<file path="src/rtl/ultrasonic_echo_responder.sv">
// Responder end of an HC-SR04-style trigger/echo link: validates the trigger pulse,
// waits a fixed acoustic delay, drives echo for a sampled width, then holds off.
module ultrasonic_echo_responder #(
    parameter int unsigned CLK_MHZ       = 50,
    parameter int unsigned MIN_TRIG_US   = 10,
    parameter int unsigned ECHO_DELAY_US = 250,
    parameter int unsigned NO_OBJECT_US  = 38000,
    parameter int unsigned HOLDOFF_US    = 100
) (
    input  logic        clk,
    input  logic        rst,
    input  logic        trigger,
    input  logic [20:0] echo_width,
    input  logic        no_object,
    output logic        echo,
    output logic        busy,
    output logic        trig_error,
    output logic        done
);

    localparam logic [20:0] MIN_TRIG_CNT = 21'(CLK_MHZ * MIN_TRIG_US);
    localparam logic [20:0] DELAY_LAST   = 21'(CLK_MHZ * ECHO_DELAY_US - 1);
    localparam logic [20:0] NO_OBJ_CNT   = 21'(CLK_MHZ * NO_OBJECT_US);
    localparam logic [20:0] HOLDOFF_CNT  = 21'(CLK_MHZ * HOLDOFF_US);

    localparam logic [2:0] S_IDLE      = 3'd0;
    localparam logic [2:0] S_TRIG_HIGH = 3'd1;
    localparam logic [2:0] S_DELAY     = 3'd2;
    localparam logic [2:0] S_ECHO      = 3'd3;
    localparam logic [2:0] S_HOLDOFF   = 3'd4;

    logic        trig_meta;
    logic        trig_s;
    logic        trig_d;
    logic        trig_rise;
    logic        trig_fall;

    logic [2:0]  state;
    logic [2:0]  state_n;
    logic [20:0] cnt;
    logic [20:0] cnt_n;
    logic [20:0] w_reg;
    logic [20:0] w_n;
    logic [20:0] width_sel;
    logic        echo_n;
    logic        busy_n;
    logic        err_n;
    logic        done_n;

    always_ff @(posedge clk or posedge rst) begin
        if (rst) begin
            trig_meta <= 1'b0;
            trig_s    <= 1'b0;
            trig_d    <= 1'b0;
        end else begin
            trig_meta <= trigger;
            trig_s    <= trig_meta;
            trig_d    <= trig_s;
        end
    end

    assign trig_rise = trig_s & ~trig_d;
    assign trig_fall = ~trig_s & trig_d;

    // Width is resolved at the accepted fall; later input changes cannot leak in.
    always_comb begin
        if (no_object) begin
            width_sel = NO_OBJ_CNT;
        end else if (echo_width > NO_OBJ_CNT) begin
            width_sel = NO_OBJ_CNT;
        end else if (echo_width == '0) begin
            width_sel = 21'd1;
        end else begin
            width_sel = echo_width;
        end
    end

    always_comb begin
        state_n = state;
        cnt_n   = cnt;
        w_n     = w_reg;
        echo_n  = 1'b0;
        err_n   = 1'b0;
        done_n  = 1'b0;
        case (state)
            S_IDLE: begin
                if (trig_rise) begin
                    state_n = S_TRIG_HIGH;
                    cnt_n   = 21'd1;
                end
            end
            S_TRIG_HIGH: begin
                if (trig_fall) begin
                    cnt_n = '0;
                    if (cnt >= MIN_TRIG_CNT) begin
                        state_n = S_DELAY;
                        w_n     = width_sel;
                    end else begin
                        state_n = S_IDLE;
                        err_n   = 1'b1;
                    end
                end else if (trig_s && (cnt != '1)) begin
                    cnt_n = cnt + 21'd1;
                end
            end
            S_DELAY: begin
                if (cnt == DELAY_LAST) begin
                    state_n = S_ECHO;
                    cnt_n   = '0;
                    echo_n  = 1'b1;
                end else begin
                    cnt_n = cnt + 21'd1;
                end
            end
            S_ECHO: begin
                // echo is registered from the next-state view, so it is already
                // high on the first ECHO cycle and low on the first HOLDOFF cycle.
                if (cnt == w_reg - 21'd1) begin
                    state_n = S_HOLDOFF;
                    cnt_n   = '0;
                    done_n  = 1'b1;
                end else begin
                    cnt_n  = cnt + 21'd1;
                    echo_n = 1'b1;
                end
            end
            S_HOLDOFF: begin
                if (cnt == HOLDOFF_CNT) begin
                    state_n = S_IDLE;
                    cnt_n   = '0;
                end else begin
                    cnt_n = cnt + 21'd1;
                end
            end
            default: begin
                state_n = S_IDLE;
                cnt_n   = '0;
            end
        endcase
        busy_n = (state_n == S_DELAY) || (state_n == S_ECHO) || (state_n == S_HOLDOFF);
    end

    always_ff @(posedge clk or posedge rst) begin
        if (rst) begin
            state      <= S_IDLE;
            cnt        <= '0;
            w_reg      <= 21'd1;
            echo       <= 1'b0;
            busy       <= 1'b0;
            trig_error <= 1'b0;
            done       <= 1'b0;
        end else begin
            state      <= state_n;
            cnt        <= cnt_n;
            w_reg      <= w_n;
            echo       <= echo_n;
            busy       <= busy_n;
            trig_error <= err_n;
            done       <= done_n;
        end
    end

endmodule
</file>
<file path="config.mk">
export PLATFORM = sky130hd
export DESIGN_NAME = ultrasonic_echo_responder
export DESIGN_NICKNAME = d
export VERILOG_FILES = /design/src/rtl/ultrasonic_echo_responder.sv
export SDC_FILE = /design/constraint.sdc
export NUM_CORES = 1
export LEC_CHECK = 0
export CORE_UTILIZATION = 25
export CTS_BUF_LIST = sky130_fd_sc_hd__clkbuf_16
export DETAILED_ROUTE_END_ITERATION = 7
export SLEW_MARGIN = 5
export SYNTH_ARGS = -nofsm -noshare
export SYNTH_HDL_FRONTEND = slang
export SYNTH_SLANG_ARGS = --single-unit
export TNS_END_PERCENT = 5
</file>
<file path="constraint.sdc">
create_clock -name clk -period 8.7 [get_ports clk]
set_input_delay 0.87 -clock clk [delete_from_list [all_inputs] [get_ports clk]]
set_output_delay 0.87 -clock clk [all_outputs]
set_load 0.05 [all_outputs]
</file>
run_1/flops_by_reg.png
The bar under the picture is 20 um long. Other sequential cells in the stronger grey, the rest of the logic in the fainter grey.
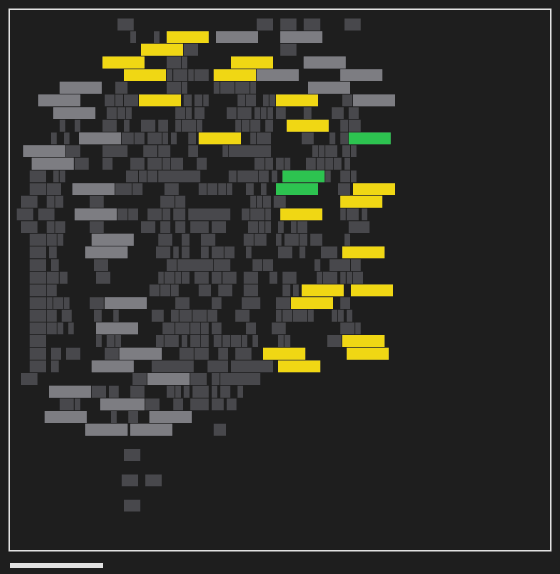
[`state`] green | sequential cells: 3
[`cnt`] yellow | sequential cells: 21

run_1/metal_density.png
23 x 23 tiles, from dark blue (low) to red (high), scaled to the fullest tile. Values are wire area over tile area, all layers added.
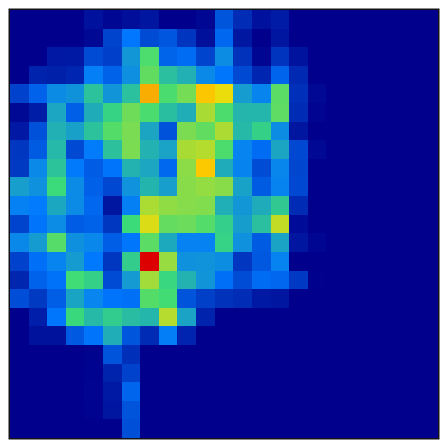
densest ninth of the die: middle
fullest tile: 0.64
emptiest ninth of the die: bottom right
tiles over half the peak: 8.5%
nearly empty tiles: 51%

==> Slide: Implementation Results, run 1 <==
Implementation Results

STA
  – Min Hold Slack: 0.351 ns
  – Layout Skew: 0.0112 ns
  – Max Freq: 278 MHz
  – Final Hold Violation Tally: 0
  – Tightest Pin Transition: 1.07 ns

Clock network
  – Sink count of the clock tree: 52
  – CTS Buf Count: 5
  – CTS root buf: clkbuf_16
  – PostCTS Resize Cnt: 0
  – Clock Pin Slew Worst Setup and Hold Paths: 0.07 ns
  – H-Tree Level Count: 2
  – Deepest clock path buffer count: 2

Synthesis
  – Top post-synthesis cells by count: dfrtp_1 (51), nor2_1 (48), nand2_1 (26)
  – Synthesis-stage register bit count: 52
  – Floorplan Nets: 399
  – XOR-XNOR Cells, Area Fraction: 0.104

Final layout
  – Combinational share of cell area: 0.473
  – Final non-clock buffer share: 0.0773
  – Logic area: 1810 um^2
  – Number of fill cells: 1362
  – Top cell excl fill/tap: dfrtp_1

Power and ir drop
  – Sw frac: 0.266
  – Combinational power: 0.0000647 W

Placed design
  – PortBufs: 28
  – Final HPWL from detailed placement: 6340 um

Outcome
  – Status: completed

Die
  – Placement Rows: 41
  – Die Width: 116 um
  – Die area: 13500 um^2

Global route
  – GR Util All Layers: 0.128

Setup path
  – Worst path max stage delay: 0.68 ns
  – CP max stage cell: a211oi_2
  – Kind of critical path: flop to flop
  – Worst path cell trace: or3_1 -> nor4b_2 -> o21ai_1 -> or4_4 -> nor4_4 -> a21oi_1 -> a211oi_2 -> buf_4 -> nor4_1

Min path
  – Worst hold path type: flop to flop

Detailed routing
  – DRT iter0 DRCs: 152
  – DR DRC count: 0
run_1/clk_routes.png
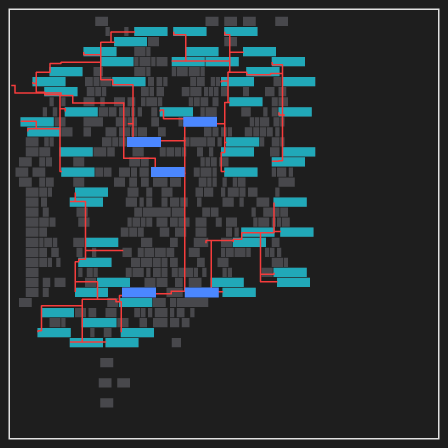
[clock wires] red | length: 616 um
[clock drivers] blue | count: 5
[flip-flops] cyan | count: 52
routed clock nets: 6

-- run 1: metal layers --
metal / share of wire / vias up / GRT usage
met4: 0.019 / 0 / 0.0385
met1: 0.46 / 1357 / 0.162
met5: 0 / - / 0
met3: 0.032 / 12 / 0.0152
li1: - / 1366 / -
met2: 0.49 / 60 / 0.227
-- run 1: metrics by stage --
stage               area, um^2  cells  power, W  worst slack, ns
floorplan                 3250    371  0.000308             5.90
global placement          3670    551  0.000335             5.19
global route              3820    559  0.000553             4.83
finish                    3820    559  0.000532             5.10
detailed placement        3670    551  0.000336             5.13
CTS                       3820    559  0.000538             5.10
-- run 1: critical path: cells and delay by family, from the launching register on --
| family | cells | cell delay, ns |
|---|---|---|
| compound gates | 3 | 0.94 |
| flops | 1 | 0.44 |
| simple gates | 5 | 1.80 |
| buf+inv | 1 | 0.30 |
==> run 1 -> run 2 <==
clock period = 3.64 ns   (was 8.7 ns; I/O delays follow)
run_2/flops_by_reg.png
The bar under the picture is 20 um long. Other sequential cells in the stronger grey, the rest of the logic in the fainter grey.
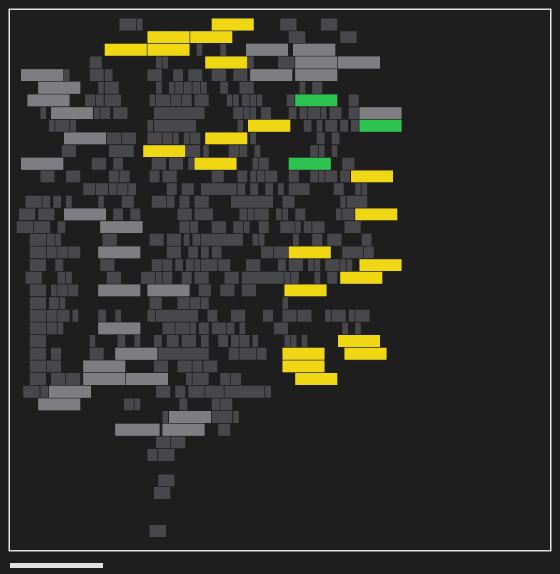
[`state`] green | sequential cells: 3
[`cnt`] yellow | sequential cells: 21
not coloured: 28

run_2/metal_density.png
23 x 23 tiles, from dark blue (low) to red (high), scaled to the fullest tile. Values are wire area over tile area, all layers added.
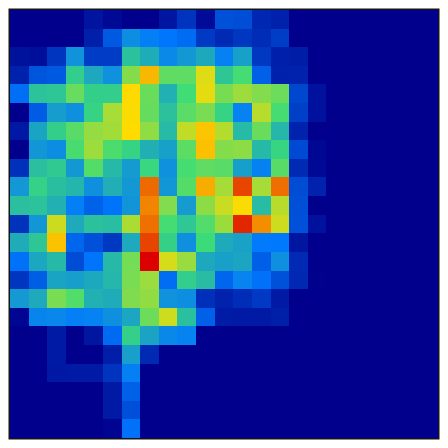
densest ninth of the die: middle
mean over tiles: 0.098
tiles over half the peak: 15%
emptiest ninth of the die: bottom right

run_2/sizes.png
The bar under the picture is 20 um long.
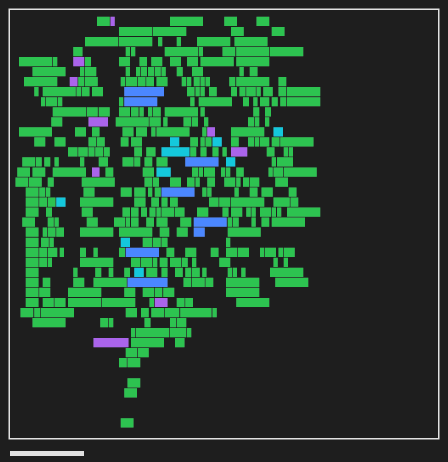
[_2 cells] purple | cells: 9 | most used: or2_2
[_3 and _4 cells] cyan | cells: 9 | most used: buf_4
[_6 and larger] blue | cells: 8 | most used: clkbuf_16
[_0 and _1 cells] green | cells: 366 | most used: dfrtp_1

==> Slide: Implementation Results, run 2 <==
Implementation Results

STA
  – Layout Skew: 0.0124 ns
  – Tightest Pin Transition: 1.10 ns
  – PnR worst setup slack: 0.535 ns

Setup path
  – Worst path max stage delay: 0.55 ns
  – Worst path bufs/invs: 1
  – Kind of critical path: flop to flop
  – Worst path cell trace: or3_1 -> o31ai_1 -> o21ai_1 -> or4_4 -> nor4_4 -> a21oi_1 -> a211oi_2 -> buf_4 -> nor4_1
  – CP max stage cell: or4_4

Min path
  – Worst hold path type: flop to flop

Clock network
  – PostCTS Resize Cnt: 0
  – CTS root buf: clkbuf_16
  – CTS Buf Count: 5
  – Deepest clock path buffer count: 2
  – Clock Pin Slew Worst Setup and Hold Paths: 0.08 ns
  – H-Tree Level Count: 2

Detailed routing
  – Max layer used: met4
  – Met2 WL: 4240 um
  – WL met1: 3850 um

Final layout
  – Final non-clock buffer share: 0.0854
  – Number of fill cells: 1362
  – Fin cells: 564
  – Combinational share of cell area: 0.463
  – Logic area: 1810 um^2
  – Top cell excl fill/tap: dfrtp_1

Die
  – Die area: 13500 um^2
  – Die Width: 116 um

Placed design
  – PortBufs: 28
  – Area after DPL: 3700 um^2
  – Dpl ws: 0.579 ns
  – Final HPWL from detailed placement: 6420 um

Global route
  – Met2 Usage GRT: 0.230
  – GRT busiest layer: met2

Synthesis
  – XOR-XNOR Cells, Area Fraction: 0.104

Power and ir drop
  – Sw frac: 0.239

Outcome
  – Status: completed
[run 2: cell counts after synthesis]
Identical to the previous run, type by type.
[run 2: power groups by stage]
stage               sequential [W]  combinational [W]  clock, W
finish                    0.000635           0.000157  0.000616
global route              0.000641           0.000175  0.000645
CTS                       0.000636           0.000159  0.000623
detailed placement        0.000647           0.000158         0
global placement          0.000646           0.000155         0
floorplan                 0.000624           0.000112         0
[run 2: kinds of logic after synthesis]
kind of cell | Yosys count
muxes | 1
xor gates and xnor gates | 37
adders and majority gates | 3
buffers and inverters | 35
AOI/OAI and AO/OA | 66
and+or+nand+nor | 177
DFF | 52
[run 2: worst reg2reg max path: cells and delay by family (launching register included)]
kind / cells / cell delay, ns
flops: 1 / 0.45
compound gates: 4 / 0.87
buf+inv: 1 / 0.21
simple gates: 4 / 1.44
==> run 2 -> run 3 <==
REMOVE_ABC_BUFFERS = 1   (was default)
run_3/placement.png
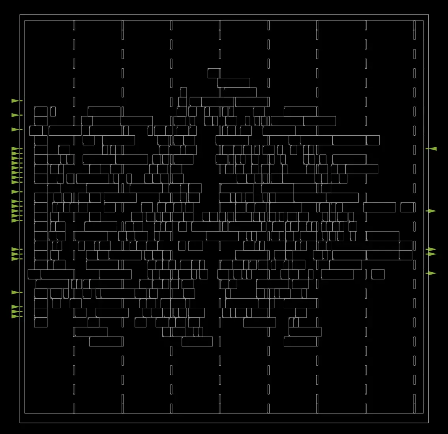
n_taps: 172
Placement Rows: 41
Final Util: 0.305
number of fill cells: 1385

run_3/sizes.png
The bar under the picture is 20 um long.
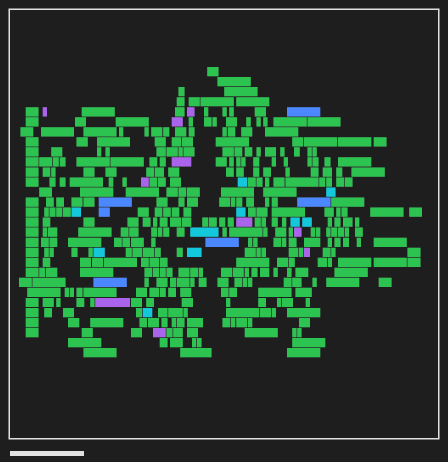
[_6 and larger] blue | cells: 6 | most used: clkbuf_16
[_0 and _1 cells] green | cells: 366 | most used: dfrtp_1
[_2 cells] purple | cells: 10 | most used: or2_2
[_3 and _4 cells] cyan | cells: 10 | most used: buf_4

run_3/flops_by_reg.png
The bar under the picture is 20 um long. Other sequential cells in the stronger grey, the rest of the logic in the fainter grey.
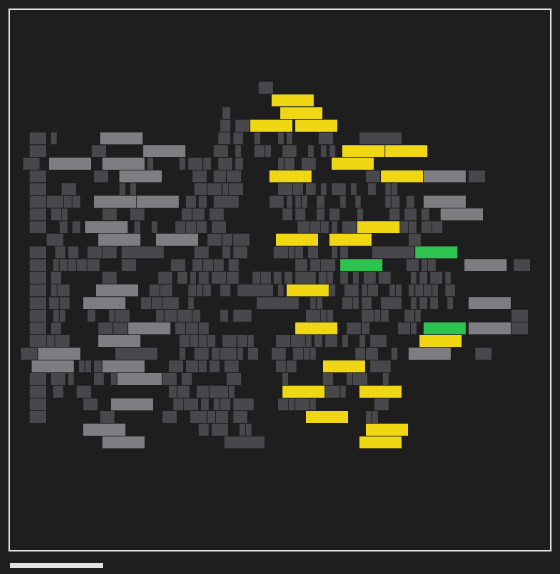
[`cnt`] yellow | sequential cells: 21
[`state`] green | sequential cells: 3
not coloured: 28

==> Slide: Implementation Results, run 3 <==
Implementation Results

STA
  – Min Hold Slack: 0.360 ns

Setup path
  – CP max stage cell: or4_4
  – Critical path depth: 9
  – Worst path bufs/invs: 1
  – Worst path max stage delay: 0.55 ns
  – CP top delay family: simple AND/OR/NAND/NOR gates

Global route
  – Met2 Usage GRT: 0.202
  – Met3 GRT Util: 0.0356
  – Routing usage on met1: 0.175
  – GR Util All Layers: 0.130

Detailed routing
  – WL met3: 635 um
  – Max layer used: met4
  – DR DRC count: 0

Die
  – Die area: 13500 um^2

Final layout
  – Logic area: 1810 um^2
  – Fin cells: 564

Outcome
  – Status: completed

Placed design
  – Final HPWL from detailed placement: 6280 um
  – Placed Cells: 556

Synthesis
  – Top post-synthesis cells by count: dfrtp_1 (51), nor2_1 (48), nand2_1 (26)
## run 3: path summary, 6_finish.rpt
check | start | to | slack, ns
max | w_reg[3] | cnt[1] | 0.57
min reg2reg | trig_meta | trig_s | 0.36
min | trig_meta | trig_s | 0.36
min in group asynchronous | rst | w_reg[15] | 0.66
max reg2reg | w_reg[3] | cnt[1] | 0.57
max in group asynchronous | rst | w_reg[6] | 2.33
## run 3: cell type report
| cell class | instances | share of cell area |
|---|---|---|
| multi-input cells | 284 | 0.469 |
| flip-flops and latches | 52 | 0.338 |
| repair buffers | 35 | 0.0864 |
| well taps | 172 | 0.0559 |
| clock buffers | 5 | 0.0325 |
| inverters | 13 | 0.0127 |
| clock inverters | 3 | 0.00585 |
Power is estimated from default activity; no workload was simulated.
